File: src/rtl/vga_pkg.sv
// Shared VGA timing constants, derived totals and datapath types for the
// 640x480@60 game display pipeline.
package vga_pkg;

    // Standard 640x480@60 horizontal timing, in pixels
    localparam int VGA_H_ACTIVE = 640;
    localparam int VGA_H_FP     = 16;
    localparam int VGA_H_SYNC   = 96;
    localparam int VGA_H_BP     = 48;

    // Standard 640x480@60 vertical timing, in lines
    localparam int VGA_V_ACTIVE = 480;
    localparam int VGA_V_FP     = 10;
    localparam int VGA_V_SYNC   = 2;
    localparam int VGA_V_BP     = 33;

    // 24-bit renderer colour, packed as {red, green, blue}
    typedef logic [23:0] color_t;

    // Decoded scan state carried alongside the colour through the pipeline.
    // hs/vs are logical "sync asserted" flags; polarity is applied at the pins.
    typedef struct packed {
        logic active;
        logic hs;
        logic vs;
    } sync_t;

    // Pattern held in the delay line while no real pixel has reached it yet
    localparam sync_t SYNC_IDLE = '{active: 1'b0, hs: 1'b0, vs: 1'b0};

    // Pixels per line including blanking
    function automatic int hTotal(input int active, input int fp, input int sync, input int bp);
        return active + fp + sync + bp;
    endfunction

    // Lines per frame including blanking
    function automatic int vTotal(input int active, input int fp, input int sync, input int bp);
        return active + fp + sync + bp;
    endfunction

endpackage

File: src/rtl/vga_sync_delay.sv
// Enable-gated shift register that delays the decoded {active, hs, vs}
// flags by DEPTH pixel strobes so they stay aligned with delayed colour.
module vga_sync_delay
    import vga_pkg::*;
#(
    parameter int DEPTH = 1
) (
    input  logic  clk,
    input  logic  rst,
    input  logic  i_en,
    input  sync_t i_sync,
    output sync_t o_sync
);

    sync_t r_stage [DEPTH];

    // Shift one stage per pixel strobe; reset fills the line with the idle pattern
    always_ff @(posedge clk or negedge rst) begin
        if (!rst) begin
            for (int i = 0; i < DEPTH; i++) begin
                r_stage[i] <= SYNC_IDLE;
            end
        end else if (i_en) begin
            r_stage[0] <= i_sync;
            for (int i = 1; i < DEPTH; i++) begin
                r_stage[i] <= r_stage[i-1];
            end
        end
    end

    assign o_sync = r_stage[DEPTH-1];

endmodule

File: src/rtl/vga_timing_out.sv
// VGA pixel-timing generator and registered output stage. Divides the system
// clock into a pixel strobe, runs the scan counters that feed the renderers,
// and registers RGB, blank and sync aligned to the renderer colour.
module vga_timing_out
    import vga_pkg::*;
#(
    parameter int CLK_DIV    = 4,
    parameter int H_ACTIVE   = VGA_H_ACTIVE,
    parameter int H_FP       = VGA_H_FP,
    parameter int H_SYNC     = VGA_H_SYNC,
    parameter int H_BP       = VGA_H_BP,
    parameter int V_ACTIVE   = VGA_V_ACTIVE,
    parameter int V_FP       = VGA_V_FP,
    parameter int V_SYNC     = VGA_V_SYNC,
    parameter int V_BP       = VGA_V_BP,
    parameter bit SYNC_POL   = 1'b0,
    parameter int PIPE_DELAY = 1
) (
    input  logic        clk,
    input  logic        rst,
    output logic [15:0] pixel_x,
    output logic [15:0] pixel_y,
    output logic        VGA_Ready,
    output logic        frame_end,
    input  logic [23:0] color_in,
    output logic [7:0]  vga_r,
    output logic [7:0]  vga_g,
    output logic [7:0]  vga_b,
    output logic        vga_hs,
    output logic        vga_vs,
    output logic        vga_blank
);

    localparam int H_TOTAL = hTotal(H_ACTIVE, H_FP, H_SYNC, H_BP);
    localparam int V_TOTAL = vTotal(V_ACTIVE, V_FP, V_SYNC, V_BP);
    localparam int DIV_W   = (CLK_DIV > 1) ? $clog2(CLK_DIV) : 1;

    localparam logic [DIV_W-1:0] DIV_LAST = DIV_W'(CLK_DIV - 1);
    localparam logic [15:0] X_LAST   = 16'(H_TOTAL - 1);
    localparam logic [15:0] Y_LAST   = 16'(V_TOTAL - 1);
    localparam logic [15:0] X_ACT    = 16'(H_ACTIVE);
    localparam logic [15:0] Y_ACT    = 16'(V_ACTIVE);
    localparam logic [15:0] HS_START = 16'(H_ACTIVE + H_FP);
    localparam logic [15:0] HS_END   = 16'(H_ACTIVE + H_FP + H_SYNC);
    localparam logic [15:0] VS_START = 16'(V_ACTIVE + V_FP);
    localparam logic [15:0] VS_END   = 16'(V_ACTIVE + V_FP + V_SYNC);

    logic [DIV_W-1:0] r_div;
    logic [DIV_W-1:0] w_divNext;
    logic             r_ready;
    logic [15:0]      r_x;
    logic [15:0]      r_y;
    sync_t            w_decode;
    sync_t            w_delayed;
    color_t           w_colorDelayed;
    color_t           r_rgb;
    logic             r_blank;
    logic             r_hs;
    logic             r_vs;

    // Next divider value, wrapping after CLK_DIV-1
    always_comb begin
        w_divNext = (r_div == DIV_LAST) ? '0 : r_div + 1'b1;
    end

    // Clock divider; the strobe is registered from the next divider value so it
    // is high exactly while the divider sits at its last count
    always_ff @(posedge clk or negedge rst) begin
        if (!rst) begin
            r_div   <= '0;
            r_ready <= 1'b0;
        end else begin
            r_div   <= w_divNext;
            r_ready <= (w_divNext == DIV_LAST);
        end
    end

    // Scan counters advance on the strobe; line and frame wraps share that edge
    always_ff @(posedge clk or negedge rst) begin
        if (!rst) begin
            r_x <= '0;
            r_y <= '0;
        end else if (r_ready) begin
            if (r_x == X_LAST) begin
                r_x <= '0;
                r_y <= (r_y == Y_LAST) ? '0 : r_y + 16'd1;
            end else begin
                r_x <= r_x + 16'd1;
            end
        end
    end

    // Decode visible area and sync windows from the current scan position
    always_comb begin
        w_decode        = SYNC_IDLE;
        w_decode.active = (r_x < X_ACT) && (r_y < Y_ACT);
        w_decode.hs     = (r_x >= HS_START) && (r_x < HS_END);
        w_decode.vs     = (r_y >= VS_START) && (r_y < VS_END);
    end

    generate
        if (PIPE_DELAY > 1) begin : g_pipe
            color_t r_colorPipe [PIPE_DELAY-1];

            vga_sync_delay #(
                .DEPTH (PIPE_DELAY - 1)
            ) u_syncDelay (
                .clk    (clk),
                .rst    (rst),
                .i_en   (r_ready),
                .i_sync (w_decode),
                .o_sync (w_delayed)
            );

            // Colour delay line matching the sync/blank delay, one stage per strobe
            always_ff @(posedge clk or negedge rst) begin
                if (!rst) begin
                    for (int i = 0; i < PIPE_DELAY - 1; i++) begin
                        r_colorPipe[i] <= '0;
                    end
                end else if (r_ready) begin
                    r_colorPipe[0] <= color_in;
                    for (int i = 1; i < PIPE_DELAY - 1; i++) begin
                        r_colorPipe[i] <= r_colorPipe[i-1];
                    end
                end
            end

            assign w_colorDelayed = r_colorPipe[PIPE_DELAY-2];
        end else begin : g_direct
            assign w_delayed      = w_decode;
            assign w_colorDelayed = color_in;
        end
    endgenerate

    // Output register: blank forces black, sync polarity applied here
    always_ff @(posedge clk or negedge rst) begin
        if (!rst) begin
            r_rgb   <= '0;
            r_blank <= 1'b1;
            r_hs    <= ~SYNC_POL;
            r_vs    <= ~SYNC_POL;
        end else if (r_ready) begin
            r_rgb   <= w_delayed.active ? w_colorDelayed : '0;
            r_blank <= ~w_delayed.active;
            r_hs    <= w_delayed.hs ? SYNC_POL : ~SYNC_POL;
            r_vs    <= w_delayed.vs ? SYNC_POL : ~SYNC_POL;
        end
    end

    assign pixel_x   = r_x;
    assign pixel_y   = r_y;
    assign VGA_Ready = r_ready;
    assign frame_end = r_ready && (r_x == X_LAST) && (r_y == Y_LAST);
    assign vga_r     = r_rgb[23:16];
    assign vga_g     = r_rgb[15:8];
    assign vga_b     = r_rgb[7:0];
    assign vga_hs    = r_hs;
    assign vga_vs    = r_vs;
    assign vga_blank = r_blank;

endmodule

File: config.mk
export PLATFORM = sky130hd
export DESIGN_NAME = vga_timing_out
export DESIGN_NICKNAME = d
export VERILOG_FILES = /design/src/rtl/vga_pkg.sv /design/src/rtl/vga_sync_delay.sv /design/src/rtl/vga_timing_out.sv
export SDC_FILE = /design/constraint.sdc
export NUM_CORES = 1
export LEC_CHECK = 0
export ABC_AREA = 1
export CAP_MARGIN = 30
export CELL_PAD_IN_SITES_DETAIL_PLACEMENT = 0
export CELL_PAD_IN_SITES_GLOBAL_PLACEMENT = 2
export CORE_MARGIN = 2
export CORE_UTILIZATION = 29
export CTS_BUF_LIST = sky130_fd_sc_hd__clkbuf_8
export DETAILED_ROUTE_END_ITERATION = 7
export PLACE_DENSITY = 0.89
export REMOVE_ABC_BUFFERS = 1
export SLEW_MARGIN = 15
export SYNTH_ARGS = -nofsm -noshare
export SYNTH_HDL_FRONTEND = slang
export SYNTH_SLANG_ARGS = --single-unit
File: constraint.sdc
create_clock -name clk -period 1.5 [get_ports clk]
set_input_delay 0.375 -clock clk [delete_from_list [all_inputs] [get_ports clk]]
set_output_delay 0.375 -clock clk [all_outputs]
set_load 0.005 [all_outputs]
final_placement.png
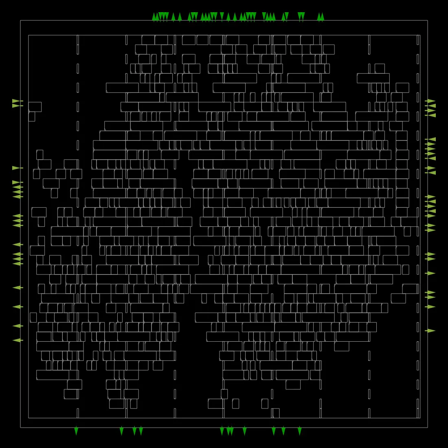
Fillers: 1159
sequential cell area share: 24.4%
num rows: 40
registers: 62
post-route insts no fill: 850

port_nets.png
(2 px per µm)
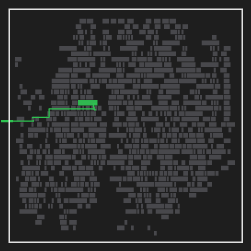
vga_vs -> green  # bits 1, direction output, edge left, end cells 1, buffers 1, wire 53.1 µm

gate_families.png
(4 px per µm)
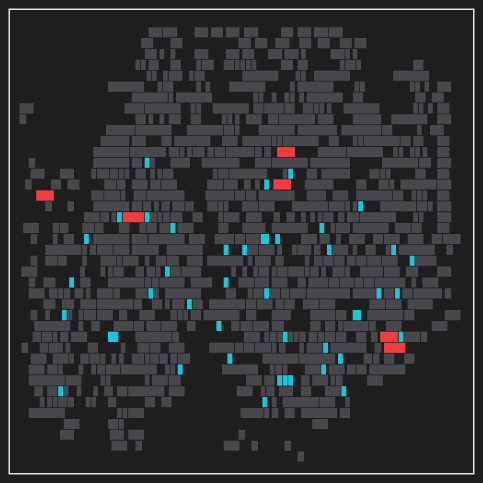
adder and majority cells -> red  # cells 6, most used ha_1
inverters -> cyan  # cells 41, most used inv_1

drive_strength.png
(4 px per µm)
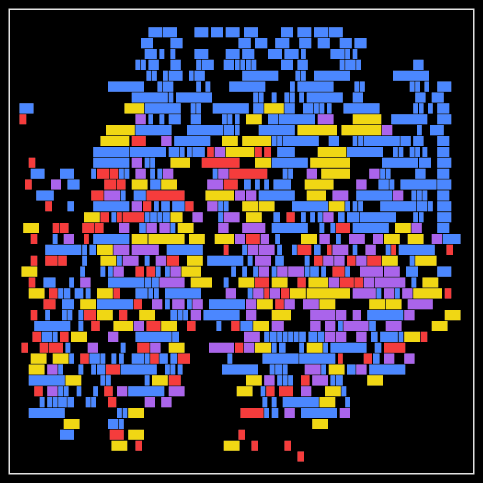
drive 2 -> red  # cells 95, share 14%
drive 3 to 4 -> purple  # cells 110, share 16%
drive 1 or less -> blue  # cells 388, share 57%
drive 6 and up -> yellow  # cells 89, share 13%

==> flow_metrics.env <==
# implementation run metrics
export IMPL_cts_setup_buffers=49
export IMPL_worstSetupEndpointType="primary output"
export IMPL_synth_largest_area_cell="dfrtp_1"
export IMPL_yosysWarnings=0
export IMPL_buffer_area_share_pct=33.8
export IMPL_syn_area_mm2=0.00362
export IMPL_grt_pass1_wl_um=18400
export IMPL_dp_worst_setup_slack_ns=-0.430
export IMPL_cts_resized=233
export IMPL_tool_warnings=31
export IMPL_inverters=41
export IMPL_grt_pass1_vias=3691
export IMPL_drive_gt1_share_pct=43.1
export IMPL_syn_avg_cell_area_um2=7.90
export IMPL_finalCritPeriodShare_pct=126
export IMPL_required_ns=1.12
export IMPL_wl_met2_um=6310
export IMPL_p_leak_nw=3.08
export IMPL_slowest_delay_ns=0.37
export IMPL_n_all_buffers=223
export IMPL_hpwl_um=7790
export IMPL_clkTransAtPathRegs_ns=0.09
export IMPL_violations="setup timing"
export IMPL_edf_count=0
export IMPL_top_layer="met4"
export IMPL_cts_root_buf="clkbuf_8"
export IMPL_ff_latch_area_mm2=0.00156
export IMPL_critical_path_top_delay_family="simple AND/OR/NAND/NOR gates"
export IMPL_cpMaxStageDelayCell="dfrtp_1"
export IMPL_grt_use_met2_pct=30.6
export IMPL_power_frac_comb_pct=6.0
export IMPL_ff_type="dfrtp_1"
export IMPL_num_tap_cells=168
export IMPL_mostFrequentLayoutCells="138 x nand2_1, 75 x buf_4, 62 x buf_6"
export IMPL_ys_ff=62
export IMPL_switching_share_pct=24.6
export IMPL_critPathMaxFanout=2
export IMPL_gr_usage_met3_pct=4.13
export IMPL_start_kind="register"
export IMPL_antenna_cells=0
export IMPL_hp_class="in2async"
export IMPL_crit_chain="ha_2 -> nand3_2 -> nor2_2 -> nand3_2 -> nor2_2 -> buf_2"
export IMPL_setup_slack_ns=-0.392
export IMPL_topCellsByArea="dfrtp_1 41%, nand2_1 17%, nand3b_1 5.0%"
export IMPL_coreArea_mm2=0.0121
export IMPL_ys_seq_share_pct=43.0
export IMPL_cts_hold_buf=1
export IMPL_intPower_w=0.00260
export IMPL_wl_per_cell_um=14.3
export IMPL_drv_slew=0
export IMPL_outcome="finished with violations"
export IMPL_htreeDepth=3
export IMPL_powerDensity_mw_per_mm2=541
export IMPL_wl_met3_um=582
export IMPL_logic_gate_count=340
export IMPL_grtUsageTotal_pct=17.9
export IMPL_rr_startpoint="pixel_x[1]$_DFFE_PN0P_"
export IMPL_drt_first_pass_iters=4
export IMPL_critPathArrivalTime_ns=1.52
export IMPL_wl_um=12100
export IMPL_cts_sinks=62
export IMPL_met1Wirelength_um=5110
export IMPL_syn_inst=458
export IMPL_grt_max_degree=25
export IMPL_ys_types=35
export IMPL_die_w_um=116
export IMPL_globalplace_congestion=0.818
export IMPL_setup_violations=47
path summary, 6_finish.rpt:
check	to	slack, ns	cells past startpoint
min in group clk	r_div[0]$_DFF_PN0_	0.46	1
max	frame_end	-0.39	6
min	pixel_y[7]$_DFFE_PN0P_	0.45	2
min reg2reg	r_div[0]$_DFF_PN0_	0.46	1
max in group asynchronous	r_rgb[2]$_DFFE_PN0P_	0.44	4
max reg2reg	pixel_y[9]$_DFFE_PN0P_	-0.14	8
worst reg2reg max path: stages (launching register included):
cell,delay (ns)
dfrtp_1,0.37
ha_2,0.21
buf_4,0.15
nand3_4,0.10
nor2_4,0.16
nand3_4,0.20
buf_6,0.22
nand2_2,0.06
o21ai_2,0.05
per-stage QoR:
stage	cell area (µm²)	TNS (ns)	total power [W]	util, %
2_1_floorplan	3460	-9.81	0.00178	-
3_3_place_gp	5140	-7.89	0.00198	42.5
3_5_place_dp	5140	-8.35	0.00198	42.5
4_1_cts	5980	-6.50	0.00349	49.4
5_1_grt	6370	-8.31	0.00360	52.6
6_report	6370	-4.36	0.00345	52.6
power groups by stage:
stage          clock (W)  combinational, W  sequential, W
2_1_floorplan          0         0.0000262        0.00176
3_3_place_gp           0          0.000226        0.00175
3_5_place_dp           0          0.000228        0.00176
4_1_cts          0.00156          0.000211        0.00172
5_1_grt          0.00165          0.000227        0.00173
6_report         0.00152          0.000206        0.00172
kinds of logic (layout without fill, tap and decap cells):
logic type      count (synthesis)  in the layout  synth area share [%]
xor+xnor                       10             10                  2.42
fa+ha+maj                       6              6                  2.07
flops                          62             62                  43.0
simple gates                  303            304                  39.9
buf+inv                        57            280                  8.54
compound gates                 20             20                  4.11
flip-flops by register name (all words and copies together) (netlist names):
signal,count
pixel_y,16
VGA_Ready,1
r_rgb,24
r_div,2
vga_vs,1
vga_hs,1
vga_blank,1
pixel_x,16
Power figures rest on the tool's default switching activity, not on a simulated workload.
